**Local utilization**

Drawn at 4 px/um. 11 x 11 tiles, from dark blue (low) to red (high), 0 to 100% covered.
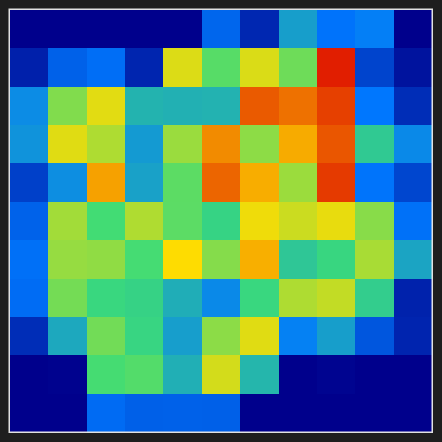
**Drive-strength map**

Drawn at 4 px/um.
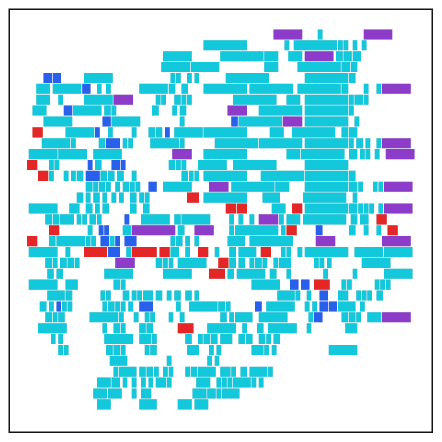
**Port wiring**

Drawn at 4 px/um.
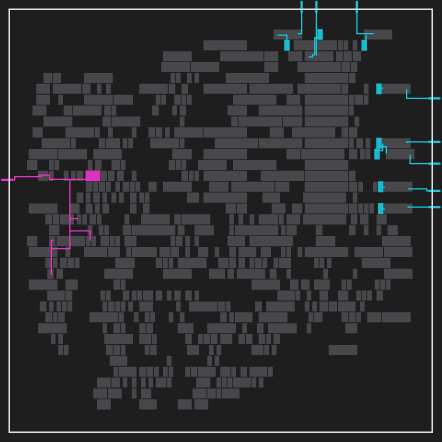
File: src/rtl/i2c_pkg.sv
// Shared types and constants for the I2C receive path and its companion blocks.
package i2c_pkg;

  typedef enum logic [2:0] {
    StIdle,
    StShift,
    StAckSetup,
    StAckHold,
    StWaitStop
  } rx_state_e;

  localparam logic SdaRelease = 1'b0;
  localparam logic SdaDrive   = 1'b1;

endpackage

File: src/rtl/i2c_rx_fifo.sv
// Synchronous FIFO with valid/ready read side; a push into a full FIFO succeeds
// when a pop happens in the same cycle.
module i2c_rx_fifo #(
  parameter int unsigned Width = 9,
  parameter int unsigned Depth = 4
) (
  input  logic             clk_i,
  input  logic             rst_i,
  input  logic             push_i,
  input  logic [Width-1:0] data_i,
  output logic             space_o,
  input  logic             ready_i,
  output logic             valid_o,
  output logic [Width-1:0] data_o
);

  localparam int unsigned PtrW = $clog2(Depth);
  localparam logic [PtrW:0] PtrOne = {{PtrW{1'b0}}, 1'b1};

  logic [PtrW:0]    wptr_q, wptr_d, rptr_q, rptr_d;
  logic [Width-1:0] mem_q [Depth];
  logic             full, empty, pop, push;

  assign empty   = (wptr_q == rptr_q);
  // Extra pointer bit separates full (wrapped once) from empty.
  assign full    = (wptr_q[PtrW] != rptr_q[PtrW]) &&
                   (wptr_q[PtrW-1:0] == rptr_q[PtrW-1:0]);
  assign pop     = !empty && ready_i;
  assign space_o = !full || pop;
  assign push    = push_i && space_o;
  assign valid_o = !empty;
  assign data_o  = empty ? '0 : mem_q[rptr_q[PtrW-1:0]];

  always_comb begin
    wptr_d = wptr_q;
    rptr_d = rptr_q;
    if (push) wptr_d = wptr_q + PtrOne;
    if (pop)  rptr_d = rptr_q + PtrOne;
  end

  always_ff @(posedge clk_i) begin
    if (rst_i) begin
      wptr_q <= '0;
      rptr_q <= '0;
    end else begin
      wptr_q <= wptr_d;
      rptr_q <= rptr_d;
    end
  end

  always_ff @(posedge clk_i) begin
    if (push) mem_q[wptr_q[PtrW-1:0]] <= data_i;
  end

endmodule

File: src/rtl/i2c_rx_burst.sv
// I2C receive path: START/STOP detection, word shifting with ACK/NACK on the 9th
// clock, and a FIFO-buffered output stream for multi-word bursts.
module i2c_rx_burst
  import i2c_pkg::*;
#(
  parameter int unsigned DATA_W      = 8,
  parameter int unsigned FIFO_DEPTH  = 4,
  parameter int unsigned SYNC_STAGES = 2,
  parameter int unsigned MSB_FIRST   = 1
) (
  input  logic              clk_i,
  input  logic              rst_i,
  input  logic              scl_i,
  input  logic              sda_i,
  output logic              sda_oe_o,
  input  logic              rx_en_i,
  input  logic [7:0]        burst_len_i,
  output logic [DATA_W-1:0] rx_data_o,
  output logic              rx_valid_o,
  input  logic              rx_ready_i,
  output logic              rx_last_o,
  output logic              start_o,
  output logic              stop_o,
  output logic              overflow_o,
  output logic              busy_o
);

  localparam int unsigned BitCntW = $clog2(DATA_W + 1);
  localparam logic [BitCntW-1:0] BitLast = BitCntW'(DATA_W - 1);

  logic [SYNC_STAGES-1:0] scl_sync_q, scl_sync_d, sda_sync_q, sda_sync_d;
  logic                   scl_hist_q, sda_hist_q;
  logic                   scl_s, sda_s;
  logic                   scl_rise, scl_fall, start_det, stop_det;

  rx_state_e           state_q, state_d;
  logic [BitCntW-1:0]  bit_cnt_q, bit_cnt_d;
  logic [7:0]          word_cnt_q, word_cnt_d;
  logic [DATA_W-1:0]   shreg_q, shreg_d;
  logic                ack_q, ack_d;
  logic                sda_oe_q, sda_oe_d;
  logic                start_q, start_d, stop_q, stop_d;
  logic                overflow_q, overflow_d;
  logic                rx_en_q;
  logic                en_rise, space, push, push_last, burst_ok;
  logic [DATA_W:0]     fifo_rdata;

  assign scl_sync_d = {scl_sync_q[SYNC_STAGES-2:0], scl_i};
  assign sda_sync_d = {sda_sync_q[SYNC_STAGES-2:0], sda_i};
  assign scl_s      = scl_sync_q[SYNC_STAGES-1];
  assign sda_s      = sda_sync_q[SYNC_STAGES-1];
  assign scl_rise   = scl_s && !scl_hist_q;
  assign scl_fall   = !scl_s && scl_hist_q;
  assign start_det  = sda_hist_q && !sda_s && scl_s;
  assign stop_det   = !sda_hist_q && sda_s && scl_s;
  assign en_rise    = rx_en_i && !rx_en_q;
  assign burst_ok   = (burst_len_i == 8'd0) ||
                      (({1'b0, word_cnt_q} + 9'd1) < {1'b0, burst_len_i});

  always_comb begin
    state_d    = state_q;
    bit_cnt_d  = bit_cnt_q;
    word_cnt_d = word_cnt_q;
    shreg_d    = shreg_q;
    ack_d      = ack_q;
    sda_oe_d   = sda_oe_q;
    start_d    = 1'b0;
    stop_d     = 1'b0;
    overflow_d = overflow_q;
    push       = 1'b0;
    push_last  = 1'b0;
    if (en_rise) overflow_d = 1'b0;

    if (!rx_en_i) begin
      state_d  = StIdle;
      sda_oe_d = SdaRelease;
    end else if (state_q == StIdle) begin
      if (start_det) begin
        start_d    = 1'b1;
        bit_cnt_d  = '0;
        word_cnt_d = '0;
        state_d    = StShift;
      end
    end else if (stop_det) begin
      stop_d   = 1'b1;
      sda_oe_d = SdaRelease;
      state_d  = StIdle;
    end else if (start_det) begin
      // Repeated START: any partial word is simply abandoned.
      start_d    = 1'b1;
      bit_cnt_d  = '0;
      word_cnt_d = '0;
      sda_oe_d   = SdaRelease;
      state_d    = StShift;
    end else begin
      case (state_q)
        StShift: begin
          if (scl_rise) begin
            if (MSB_FIRST != 0) shreg_d = {shreg_q[DATA_W-2:0], sda_s};
            else                shreg_d = {sda_s, shreg_q[DATA_W-1:1]};
            if (bit_cnt_q == BitLast) begin
              bit_cnt_d = '0;
              ack_d     = space && burst_ok;
              state_d   = StAckSetup;
            end else begin
              bit_cnt_d = bit_cnt_q + BitCntW'(1);
            end
          end
        end
        StAckSetup: begin
          if (scl_fall) begin
            // A full FIFO drops the word and forces NACK regardless of the earlier decision.
            push       = space;
            push_last  = !(ack_q && space);
            ack_d      = ack_q && space;
            sda_oe_d   = (ack_q && space) ? SdaDrive : SdaRelease;
            if (!space) overflow_d = 1'b1;
            state_d    = StAckHold;
          end
        end
        StAckHold: begin
          if (scl_fall) begin
            sda_oe_d   = SdaRelease;
            word_cnt_d = (word_cnt_q == 8'hFF) ? word_cnt_q : word_cnt_q + 8'd1;
            state_d    = ack_q ? StShift : StWaitStop;
          end
        end
        StWaitStop: ;
        default: state_d = StIdle;
      endcase
    end
  end

  always_ff @(posedge clk_i) begin
    if (rst_i) begin
      scl_sync_q <= '1;
      sda_sync_q <= '1;
      scl_hist_q <= 1'b1;
      sda_hist_q <= 1'b1;
      state_q    <= StIdle;
      bit_cnt_q  <= '0;
      word_cnt_q <= '0;
      shreg_q    <= '0;
      ack_q      <= 1'b0;
      sda_oe_q   <= SdaRelease;
      start_q    <= 1'b0;
      stop_q     <= 1'b0;
      overflow_q <= 1'b0;
      rx_en_q    <= 1'b0;
    end else begin
      scl_sync_q <= scl_sync_d;
      sda_sync_q <= sda_sync_d;
      scl_hist_q <= scl_s;
      sda_hist_q <= sda_s;
      state_q    <= state_d;
      bit_cnt_q  <= bit_cnt_d;
      word_cnt_q <= word_cnt_d;
      shreg_q    <= shreg_d;
      ack_q      <= ack_d;
      sda_oe_q   <= sda_oe_d;
      start_q    <= start_d;
      stop_q     <= stop_d;
      overflow_q <= overflow_d;
      rx_en_q    <= rx_en_i;
    end
  end

  i2c_rx_fifo #(
    .Width (DATA_W + 1),
    .Depth (FIFO_DEPTH)
  ) u_fifo (
    .clk_i   (clk_i),
    .rst_i   (rst_i),
    .push_i  (push),
    .data_i  ({push_last, shreg_q}),
    .space_o (space),
    .ready_i (rx_ready_i),
    .valid_o (rx_valid_o),
    .data_o  (fifo_rdata)
  );

  assign rx_data_o  = fifo_rdata[DATA_W-1:0];
  assign rx_last_o  = fifo_rdata[DATA_W];
  assign sda_oe_o   = sda_oe_q;
  assign start_o    = start_q;
  assign stop_o     = stop_q;
  assign overflow_o = overflow_q;
  assign busy_o     = (state_q != StIdle);

endmodule
File: config.mk
export PLATFORM = sky130hd
export DESIGN_NAME = i2c_rx_burst
export DESIGN_NICKNAME = d
export VERILOG_FILES = /design/src/rtl/i2c_pkg.sv /design/src/rtl/i2c_rx_fifo.sv /design/src/rtl/i2c_rx_burst.sv
export SDC_FILE = /design/constraint.sdc
export NUM_CORES = 1
export LEC_CHECK = 0
export ABC_AREA = 1
export CAP_MARGIN = 30
export CELL_PAD_IN_SITES_DETAIL_PLACEMENT = 0
export CELL_PAD_IN_SITES_GLOBAL_PLACEMENT = 1
export CORE_MARGIN = 4
export CORE_UTILIZATION = 40
export CTS_CLUSTER_SIZE = 40
export DETAILED_ROUTE_END_ITERATION = 6
export PLACE_DENSITY = 0.75
export REMOVE_ABC_BUFFERS = 1
export SLEW_MARGIN = 20
export SYNTH_ARGS = -nofsm -noshare
export SYNTH_HDL_FRONTEND = slang
export SYNTH_HIERARCHICAL = 1
export SYNTH_SLANG_ARGS = --single-unit
File: constraint.sdc
create_clock -name clk_i -period 2.5 [get_ports clk_i]
set_input_delay 0.5 -clock clk_i [delete_from_list [all_inputs] [get_ports clk_i]]
set_output_delay 0.5 -clock clk_i [all_outputs]
set_load 0.1 [all_outputs]
==> job_summary.md <==
### Yosys + OpenROAD results

| Metric | Value |
|---|---|
| First-pass GRT wire length | `12600 um` |
| Most utilized layer in the global route result | `met2` |
| Worst setup path end | `rx_data_o[1]` |
| Critical path depth in cells | `7` |
| Gr ovfl total | `0` |
| Cells along the critical path | `buf_4 -> clkinv_1 -> nor2_1 -> o22ai_1 -> nand2_1 -> inv_1 -> buf_12` |
| Maximum VDD drop | `0.285 mV` |
| Initial core utilization | `0.411` |
| Leakage power total | `1.92 nW` |
| Pin count of the biggest net entering global routing | `20` |
| CP Data Required Time | `2.00 ns` |
| Pwr per Cell Area | `530 nW/um^2` |
| Multi-input gate area in the final layout | `1550 um^2` |
| Count of clock tree sinks | `79` |
| Final antenna-violating net count | `0` |
| Num CTS Buffers | `9` |
| Post-Synth Adder-Cell Area | `0.0462` |
| Biggest power consumer among the groups | `sequential cells` |
| Critical Path Sink Type | `output pin` |
| Yosys stat area | `3790 um^2` |
| Wire length on met2 | `3420 um` |
| Netlist area before placement | `3790 um^2` |
| Capture endpoint of the worst hold path | `scl_sync_q[1]` |
| Cell Type Count | `35` |
| Worst endpoint data arrival time | `1.79 ns` |
| Delay of the slowest critical-path stage | `0.32 ns` |
| Met2 usage in global routing | `0.225` |
| Dominant synthesized flop cell | `dfxtp_1` |
| Number of inserted filler cells in the final layout | `894` |
| Syn avg cell area | `8.62 um^2` |
| Tightest Hold Check Type | `reg2reg` |
| CP max-delay cell | `dfxtp_1` |
| Fraction of synthesis flops using an asynchronous set or reset pin | `0` |
| Half-perimeter wire length after placement | `5500 um` |
| Buffer share of cell area | `0.0959` |
| Clock latency on the worst-skew pair | `0.34 ns` |
| Number of nets in the layout | `507` |
| Outcome | `finished, final reports clean` |
| Count of instantiated cells in the yosys netlist | `440` |
| Xor/xnor cell area share of the yosys netlist | `0.0162` |
| Logic gate share of total power | `0.069` |
| Vias after detailed routing | `2888` |
Notes on 'local utilization' above:
fullest tile	97%
tiles over 75% full	9.9%
mean over tiles	39%
core area: 9240 um^2
final standard cell utilization of the core: 0.491

Notes on 'drive-strength map' above:
color	size	cells	most used
blue	x2	31	inv_2
red	x3 and x4	21	buf_4
purple	x6 and larger	20	buf_12
cyan	x1 and smaller	412	nand2_1
bufs w/o clock: 37
post-layout instance area: 4540 um^2
worst path setup slack after routing: 0.214 ns
area added between synthesis and finish: 19.7%

Notes on 'port wiring' above:
color	port	bits	direction	end cells	wire
cyan	rx_data_o	8	output	8	82.2 um
magenta	busy_o	1	output	1	62.2 um
number of port buffers: 28
I/O pin cnt: 29

-- through the flow --
stage               instance area (um^2)  std cells   util  power, mW  worst slack [ns]
finish                              4540        613  0.491       2.41             0.214
global route                        4540        613  0.491       2.51            0.0172
CTS                                 4530        613  0.491       2.44             0.200
detailed placement                  4350        597  0.470       1.55             0.104
global placement                    4350        597  0.470       1.55             0.143
floorplan                           3750        431      -       1.48             0.120
-- layout by cell type, fill, tap and decap left out, types with 9 or more instances in the layout --
cell type        synthesis  layout
buf_12                   0      10
buf_4                    1      14
nor2_1                  50      50
nand2_1                 73      73
a21oi_1                 24      24
o21ai_0                 26      26
clkdlybuf4s50_1          0      13
o22ai_1                  9       9
clkbuf_8                 0       9
inv_2                    9       9
nand3_1                 32      32
mux2i_1                  9       9
ha_1                    14      14
edfxtp_1                36      36
dfxtp_1                 43      43
inv_1                   58      58
-- worst reg2reg max path, stage by stage, from the launching register on --
cell and delay [ns]:
dfxtp_1 0.38, ha_1 0.21, nand2_1 0.11, nor2_4 0.16
nand3_1 0.10, xor2_1 0.14, inv_1 0.08, ha_1 0.29
a21o_1 0.16, nand3_1 0.07, nand2_1 0.05, nor2_1 0.10
nand2_1 0.05, nand2_1 0.06, nand2_1 0.05, a21oi_1 0.12
-- flip-flops by register name, indices dropped and copies added, names as in the netlist, named ones only --
register / flops
rx_en_q: 1
overflow_o: 1
word_cnt_q: 8
shreg_q: 8
start_o: 1
state_q: 3
ack_q: 1
scl_hist_q: 1
sda_hist_q: 1
sda_oe_o: 1
sda_sync_q: 2
u_fifo/wptr_q: 3
scl_sync_q: 2
stop_o: 1
u_fifo/mem_q: 36
u_fifo/rptr_q: 3
bit_cnt_q: 4
Power is estimated from default activity; no workload was simulated.
